met2.png
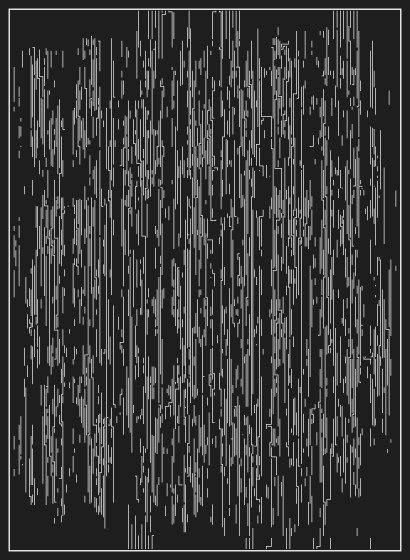
met4.png
The bar under the picture is 20 um long. Supply wires on this layer in grey.
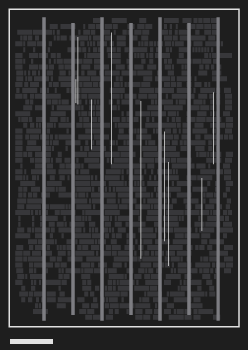
met1.png
Supply wires on this layer in grey.
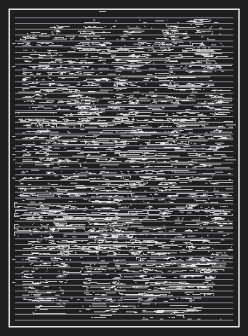
met3.png
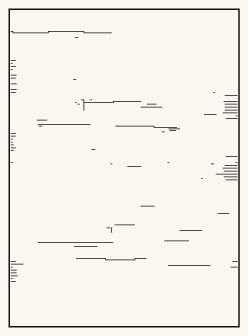
final_clocks.png
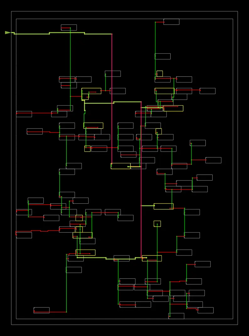
$ cat config.mk
export PLATFORM = sky130hd
export DESIGN_NAME = conv_layer_calc_flat
export DESIGN_NICKNAME = d
export VERILOG_FILES = /design/src/rtl/conv_calc_pkg.sv /design/src/rtl/conv_layer_calc_if.sv /design/src/rtl/csa_adder_tree.sv /design/src/rtl/conv_layer_calc.sv /design/src/flat_wrapper.sv
export SDC_FILE = /design/constraint.sdc
export NUM_CORES = 1
export LEC_CHECK = 0
export CORE_ASPECT_RATIO = 1.4
export CORE_MARGIN = 2
export CORE_UTILIZATION = 59
export CTS_CLUSTER_SIZE = 30
export DETAILED_ROUTE_END_ITERATION = 10
export PLACE_DENSITY_LB_ADDON = 0.05
export SLEW_MARGIN = 20
export SYNTH_ARGS = -nofsm -noshare
export SYNTH_HDL_FRONTEND = slang
export SYNTH_HIERARCHICAL = 1
export SYNTH_SLANG_ARGS = --single-unit
$ cat constraint.sdc
create_clock -name clk -period 5 [get_ports clk]
set_input_delay 1.25 -clock clk [delete_from_list [all_inputs] [get_ports clk]]
set_output_delay 1.25 -clock clk [all_outputs]
set_load 0.03 [all_outputs]
$ cat src/rtl/conv_calc_pkg.sv
// rtl/conv_calc_pkg.sv - shared sizing helpers for the convolution window calculator
package conv_calc_pkg;

    // Number of elements in a KERNEL x KERNEL window.
    function automatic int k2(input int kernel);
        return kernel * kernel;
    endfunction

    // Sum growth bits the parent normally picks for each legal kernel size.
    function automatic int growth(input int kernel);
        case (kernel)
            1:       return 1;
            3:       return 3;
            5:       return 4;
            7:       return 5;
            default: return 3;
        endcase
    endfunction

    // Width that holds the exact sum of k2 products of n x m bits.
    function automatic int sum_width(input int kernel, input int n, input int m);
        return n + m + $clog2(k2(kernel));
    endfunction

endpackage

$ cat src/rtl/conv_layer_calc_if.sv
// rtl/conv_layer_calc_if.sv - window data/weight input and result output bundle
interface conv_layer_calc_if
    import conv_calc_pkg::*;
#(
    parameter int KERNEL = 3,
    parameter int N      = 4,
    parameter int M      = 4,
    parameter int E      = 3
);
    localparam int K2 = k2(KERNEL);

    logic [K2*N-1:0]  data2conv;
    logic             en_in;
    logic [K2*M-1:0]  w;
    logic [N+M+E-1:0] d_out;
    logic             en_out;

    modport master (
        output data2conv,
        output en_in,
        output w,
        input  d_out,
        input  en_out
    );

    modport slave (
        input  data2conv,
        input  en_in,
        input  w,
        output d_out,
        output en_out
    );
endinterface

$ cat src/rtl/csa_adder_tree.sv
// rtl/csa_adder_tree.sv - combinational carry-save reduction of COUNT operands to one sum
module csa_adder_tree #(
    parameter int COUNT = 9,
    parameter int W     = 8,
    parameter int E     = $clog2(COUNT)
) (
    input  logic [COUNT-1:0][W-1:0] operands,
    output logic [W+E-1:0]          sum
);
    localparam int OW = W + E;
    // At least two slots so the final carry-propagate add always has two inputs.
    localparam int CW = (COUNT < 2) ? 2 : COUNT;

    // 3:2 compressor levels until two rows remain, then one carry-propagate add.
    always_comb begin
        logic [OW-1:0] ops [CW];
        logic [OW-1:0] nxt [CW];
        int n;
        int g;
        int r;
        for (int i = 0; i < CW; i++) begin
            ops[i] = '0;
            nxt[i] = '0;
        end
        for (int i = 0; i < COUNT; i++) begin
            ops[i] = OW'(operands[i]);
        end
        n = COUNT;
        g = 0;
        r = 0;
        for (int lvl = 0; lvl < CW; lvl++) begin
            if (n > 2) begin
                g = n / 3;
                r = n % 3;
                for (int i = 0; i < CW; i++) begin
                    nxt[i] = '0;
                end
                for (int i = 0; i < CW / 3; i++) begin
                    if (i < g) begin
                        nxt[2*i]   = ops[3*i] ^ ops[3*i+1] ^ ops[3*i+2];
                        nxt[2*i+1] = ((ops[3*i] & ops[3*i+1]) |
                                      (ops[3*i] & ops[3*i+2]) |
                                      (ops[3*i+1] & ops[3*i+2])) << 1;
                    end
                end
                // Operands left over from the triples pass straight to the next level.
                for (int k = 0; k < 2; k++) begin
                    if (k < r) begin
                        nxt[2*g+k] = ops[3*g+k];
                    end
                end
                ops = nxt;
                n   = 2 * g + r;
            end
        end
        sum = ops[0] + ops[1];
    end
endmodule

$ cat src/rtl/conv_layer_calc.sv
// rtl/conv_layer_calc.sv - two-stage window dot product; CONV_CALC_SAT_EN selects saturation over wrap
module conv_layer_calc
    import conv_calc_pkg::*;
#(
    parameter int KERNEL = 3,
    parameter int E      = 3,
    parameter int N      = 4,
    parameter int M      = 4
) (
    input logic              clk,
    input logic              rst,
    conv_layer_calc_if.slave bus
);
    localparam int K2 = k2(KERNEL);
    localparam int PW = N + M;
    localparam int SW = sum_width(KERNEL, N, M);
    localparam int OW = N + M + E;
    localparam int XW = (SW > OW) ? SW : OW;

    logic [K2-1:0][PW-1:0] prod_d;
    logic [K2-1:0][PW-1:0] prod_q;
    logic                  v1_q;
    logic [SW-1:0]         sum_full;
    logic [XW-1:0]         sum_ext;
    logic [OW-1:0]         sum_red;
    logic [OW-1:0]         d_q;
    logic                  v2_q;

    // Element-wise exact products of the window.
    always_comb begin
        for (int j = 0; j < K2; j++) begin
            prod_d[j] = PW'(bus.data2conv[j*N +: N]) * PW'(bus.w[j*M +: M]);
        end
    end

    // Stage 1: capture products only for valid windows; the valid flag always advances.
    always_ff @(posedge clk) begin
        if (rst) begin
            prod_q <= '0;
            v1_q   <= 1'b0;
        end else begin
            v1_q <= bus.en_in;
            if (bus.en_in) begin
                prod_q <= prod_d;
            end
        end
    end

    csa_adder_tree #(
        .COUNT (K2),
        .W     (PW),
        .E     (SW - PW)
    ) u_tree (
        .operands (prod_q),
        .sum      (sum_full)
    );

    // Fit the full-precision sum into the output width.
    always_comb begin
        sum_ext = XW'(sum_full);
`ifdef CONV_CALC_SAT_EN
        if ((sum_ext >> OW) != '0) begin
            sum_red = '1;
        end else begin
            sum_red = sum_ext[OW-1:0];
        end
`else
        sum_red = sum_ext[OW-1:0];
`endif
    end

    // Stage 2: result register updates only behind a valid stage-1 window.
    always_ff @(posedge clk) begin
        if (rst) begin
            d_q  <= '0;
            v2_q <= 1'b0;
        end else begin
            v2_q <= v1_q;
            if (v1_q) begin
                d_q <= sum_red;
            end
        end
    end

    assign bus.d_out  = d_q;
    assign bus.en_out = v2_q;
endmodule

$ cat src/flat_wrapper.sv
// flat-port wrapper written by rule: the top's interface ports become plain ports
module conv_layer_calc_flat import conv_calc_pkg::*;
#(
    parameter int KERNEL = 3,
    parameter int E      = 3,
    parameter int N      = 4,
    parameter int M      = 4
)
  (clk, rst, bus_data2conv, bus_en_in, bus_w, bus_d_out, bus_en_out);
  conv_layer_calc_if #(.KERNEL(KERNEL), .N(N), .M(M), .E(E)) bus_i ();
  input logic clk;
  input logic rst;
  input wire logic [$bits(bus_i.data2conv)-1:0] bus_data2conv;
  input wire logic [$bits(bus_i.en_in)-1:0] bus_en_in;
  input wire logic [$bits(bus_i.w)-1:0] bus_w;
  output wire logic [$bits(bus_i.d_out)-1:0] bus_d_out;
  output wire logic [$bits(bus_i.en_out)-1:0] bus_en_out;
  assign bus_i.data2conv = bus_data2conv;
  assign bus_i.en_in = bus_en_in;
  assign bus_i.w = bus_w;
  assign bus_d_out = bus_i.d_out;
  assign bus_en_out = bus_i.en_out;
  conv_layer_calc #(.KERNEL(KERNEL), .E(E), .N(N), .M(M)) u_core (.clk(clk), .rst(rst), .bus(bus_i));
endmodule
==> flow_metrics.py <==
# Synthesis and PnR figures
metrics = {
    "run_status": {
        "status": "finished, final reports clean",
    },
    "setup_path": {
        "cp.required_ns": 5.28,
        "crit_family": "adder cells",
        "reg2reg_depth": 18,
        "critPathLaunchType": "flop",
        "cp_slowest_stage_delay_ns": 0.53,
        "path_cells": "inv_1 > fa_1 > inv_1 > fa_1 > inv_1 > fa_1 > inv_1 > fa_1 > ha_1 > inv_1 > fa_1 > nor2b_4 > o2111ai_2 > nand3_2 > o41a_1 > xor2_1 > mux2i_1 > nor2_1",
        "startpoint": "u_core/prod_q[26]",
        "crit_type": "reg2reg",
        "cpMaxStageDelayCell": "fa_1",
        "timing.rr.end": "u_core/bus.d_out[10]",
        "endpoint_kind": "flop",
        "r2r-start": "u_core/prod_q[26]",
        "reg2reg_slack_ns": 0.70,
        "critPathCapture": "u_core/bus.d_out[10]",
        "crit_fanout": 3,
        "critPathBufInv": 5,
        "cp.arrival_ns": 4.58,
        "crit_cells": 18,
    },
    "sta": {
        "fin_skew_ns": 0.00638,
        "tightest_slew_ns": 0.901,
        "min_period_ns": 4.30,
        "rsz0062_at_grt": "no",
        "slew-limit-headroom_pct": 39.9,
        "max_clock_freq_mhz": 233,
        "setup_viol": 0,
        "setup_ws_ns": 0.699,
        "fin_tns_setup_ns": 0,
        "hold_violations": 0,
        "drv_slew": 0,
        "post-route-period-util_pct": 86.0,
    },
    "die": {
        "die.size.y_um": 148,
        "fp_util_pct": 60.3,
        "die_w_um": 107,
        "io_pins": 87,
        "rows": 52,
        "coreArea_um2": 14400,
        "dieArea_um2": 15800,
    },
    "power_and_ir_drop": {
        "p_int_uw": 1980,
        "swShare_pct": 42.2,
        "power_frac_seq_pct": 23.9,
        "vdd_drop_max_mv": 0.302,
        "power.density_nw_per_um2": 345,
        "leakagePower_uw": 0.00463,
        "combPwrFrac_pct": 57.1,
        "switching_power_uw": 1450,
        "clkPwrFrac_pct": 18.9,
    },
    "finish": {
        "area_growth_pct": 14.3,
        "final_nets": 1296,
        "drive_above_1_share_pct": 2.36,
        "antennaDiodeCount": 0,
        "fin_util_pct": 68.9,
        "n_fill_cell": 1217,
    },
    "placed_design": {
        "numPortBuffers": 86,
        "gp_congestion": 0.822,
        "pre_cts_ws_ns": 0.703,
        "hpwl_mm": 15.2,
    },
    "detailed_routing": {
        "vias_per_cell": 5.55,
        "vias": 6680,
        "drt_pass1_iterations": 5,
        "wl_met3_um": 469,
        "antenna_left": 0,
        "wl_met1_mm": 7.35,
        "drc_errors": 0,
        "drt-initial-drc-count": 294,
        "top_layer": "met4",
        "post_drt_wl_per_cell_um": 15.7,
        "met2_length_mm": 10.7,
        "wl_mm": 18.9,
    },
    "clocking": {
        "cts_root_buf": "clkbuf_16",
        "cts_tree": "built",
        "cts.htree.levels": 3,
        "cts_made_buffers": 9,
        "clk_pin_slew_worst_paths_ns": 0.07,
        "postCtsSetupRepairBufs": 0,
        "postCtsResizedCells": 0,
        "cts_buffer_depth": 2,
        "cts_hold_buffers": 0,
        "cts_sinks": 85,
    },
    "job": {
        "tool_warnings": 28,
        "drv_cap": 0,
    },
    "min_path": {
        "hold_class": "reg2reg",
        "hold_path_depth": 2,
        "hold_end": "u_core/prod_q[24]",
        "worstHoldStart": "u_core/prod_q[24]",
    },
    "global_routing": {
        "antenna_found_initial": 0,
        "grt_use_total_pct": 25.6,
        "grt_max_degree": 121,
        "grt_pass1_wl_mm": 32.1,
        "grt_pass1_vias": 6875,
        "gr-total-overflow": 0,
    },
    "synth": {
        "yosysWarnings": 6,
        "syn-cell-area_um2": 8710,
        "fp_nets": 1226,
        "avgSynthCellArea_um2": 9.26,
        "syn_inst": 940,
    },
}
About met2.png:
- share of all routed wire: 57%
- wire length on this layer: 10700 um
- nets with wire on the layer: 1135
- main direction: vertical
- longest straight run: 74.5 um

About met4.png:
- share of all routed wire: 1.9%
- nets with wire on the layer: 9
- main direction: vertical
- longest straight run: 73.4 um

About met1.png:
- nets with wire on the layer: 1215
- share of all routed wire: 39%
- longest straight run: 32.2 um
- wire length on this layer: 7350 um
- main direction: horizontal

About met3.png:
- share of all routed wire: 2.5%
- nets with wire on the layer: 64
- wire length on this layer: 470 um
- longest straight run: 35.0 um

About final_clocks.png:
clkbuf count: 9
Insertion Delay late pin: 0.35 ns

-- sequential cells by signal (all words and copies together) (netlist names) --
signal,cells
u_core/bus.d_out,11
u_core/v1_q,1
u_core/bus.en_out,1
u_core/prod_q,72
-- routing by layer --
layer / vias to the layer above / track usage, %
met5: - / 0
li1: 3327 / -
met1: 3234 / 28.9
met4: 0 / 7.86
met3: 21 / 2.91
met2: 98 / 49.4
-- cell type report --
class | count | area, um2 | share of cell area [%]
tap | 189 | 236 | 2.38
inverter | 130 | 488 | 4.90
clock inverter | 7 | 57.6 | 0.578
sequential | 85 | 1700 | 17.1
timing repair buffer | 88 | 881 | 8.85
clock buffer | 9 | 225 | 2.26
multi-input combinational | 696 | 6360 | 63.9
-- metrics by stage --
stage               hold WS (ns)  power, uW  cells  area, um2
finish                     0.464       3430   1204       9950
global route               0.499       3730   1204       9950
CTS                        0.465       3460   1204       9950
detailed placement         0.455       2790   1188       9670
global placement           0.451       2760   1188       9670
floorplan                  0.440       2280    940       8710
-- cells in the final DEF (no fill, tap or decap), types with 3 or more instances in the layout --
cell type,count
or3b_1,3
o311ai_1,3
a2111o_1,6
nor3_1,19
a211o_1,3
clkdlybuf4s50_1,84
nand2b_1,12
mux2i_1,38
inv_6,3
clkinvlp_4,3
or3_1,6
ha_1,121
fa_1,90
or4_1,9
o2111a_1,9
xnor2_1,15
and2_1,98
a21o_1,7
o221ai_1,15
a211oi_1,19
o311ai_0,9
nand2_1,73
nor2_1,69
a21oi_1,30
clkbuf_16,9
o211ai_1,10
inv_1,129
o2111ai_1,9
dfxtp_1,85
nand3_1,13
-- power by group through the flow --
stage	Combinational [uW]	Clock [uW]	Sequential [uW]
finish	1960	650	819
global route	2210	696	829
CTS	1980	665	821
detailed placement	1950	0	836
global placement	1930	0	835
floorplan	1430	0	856
Power and IR drop assume default switching activity.
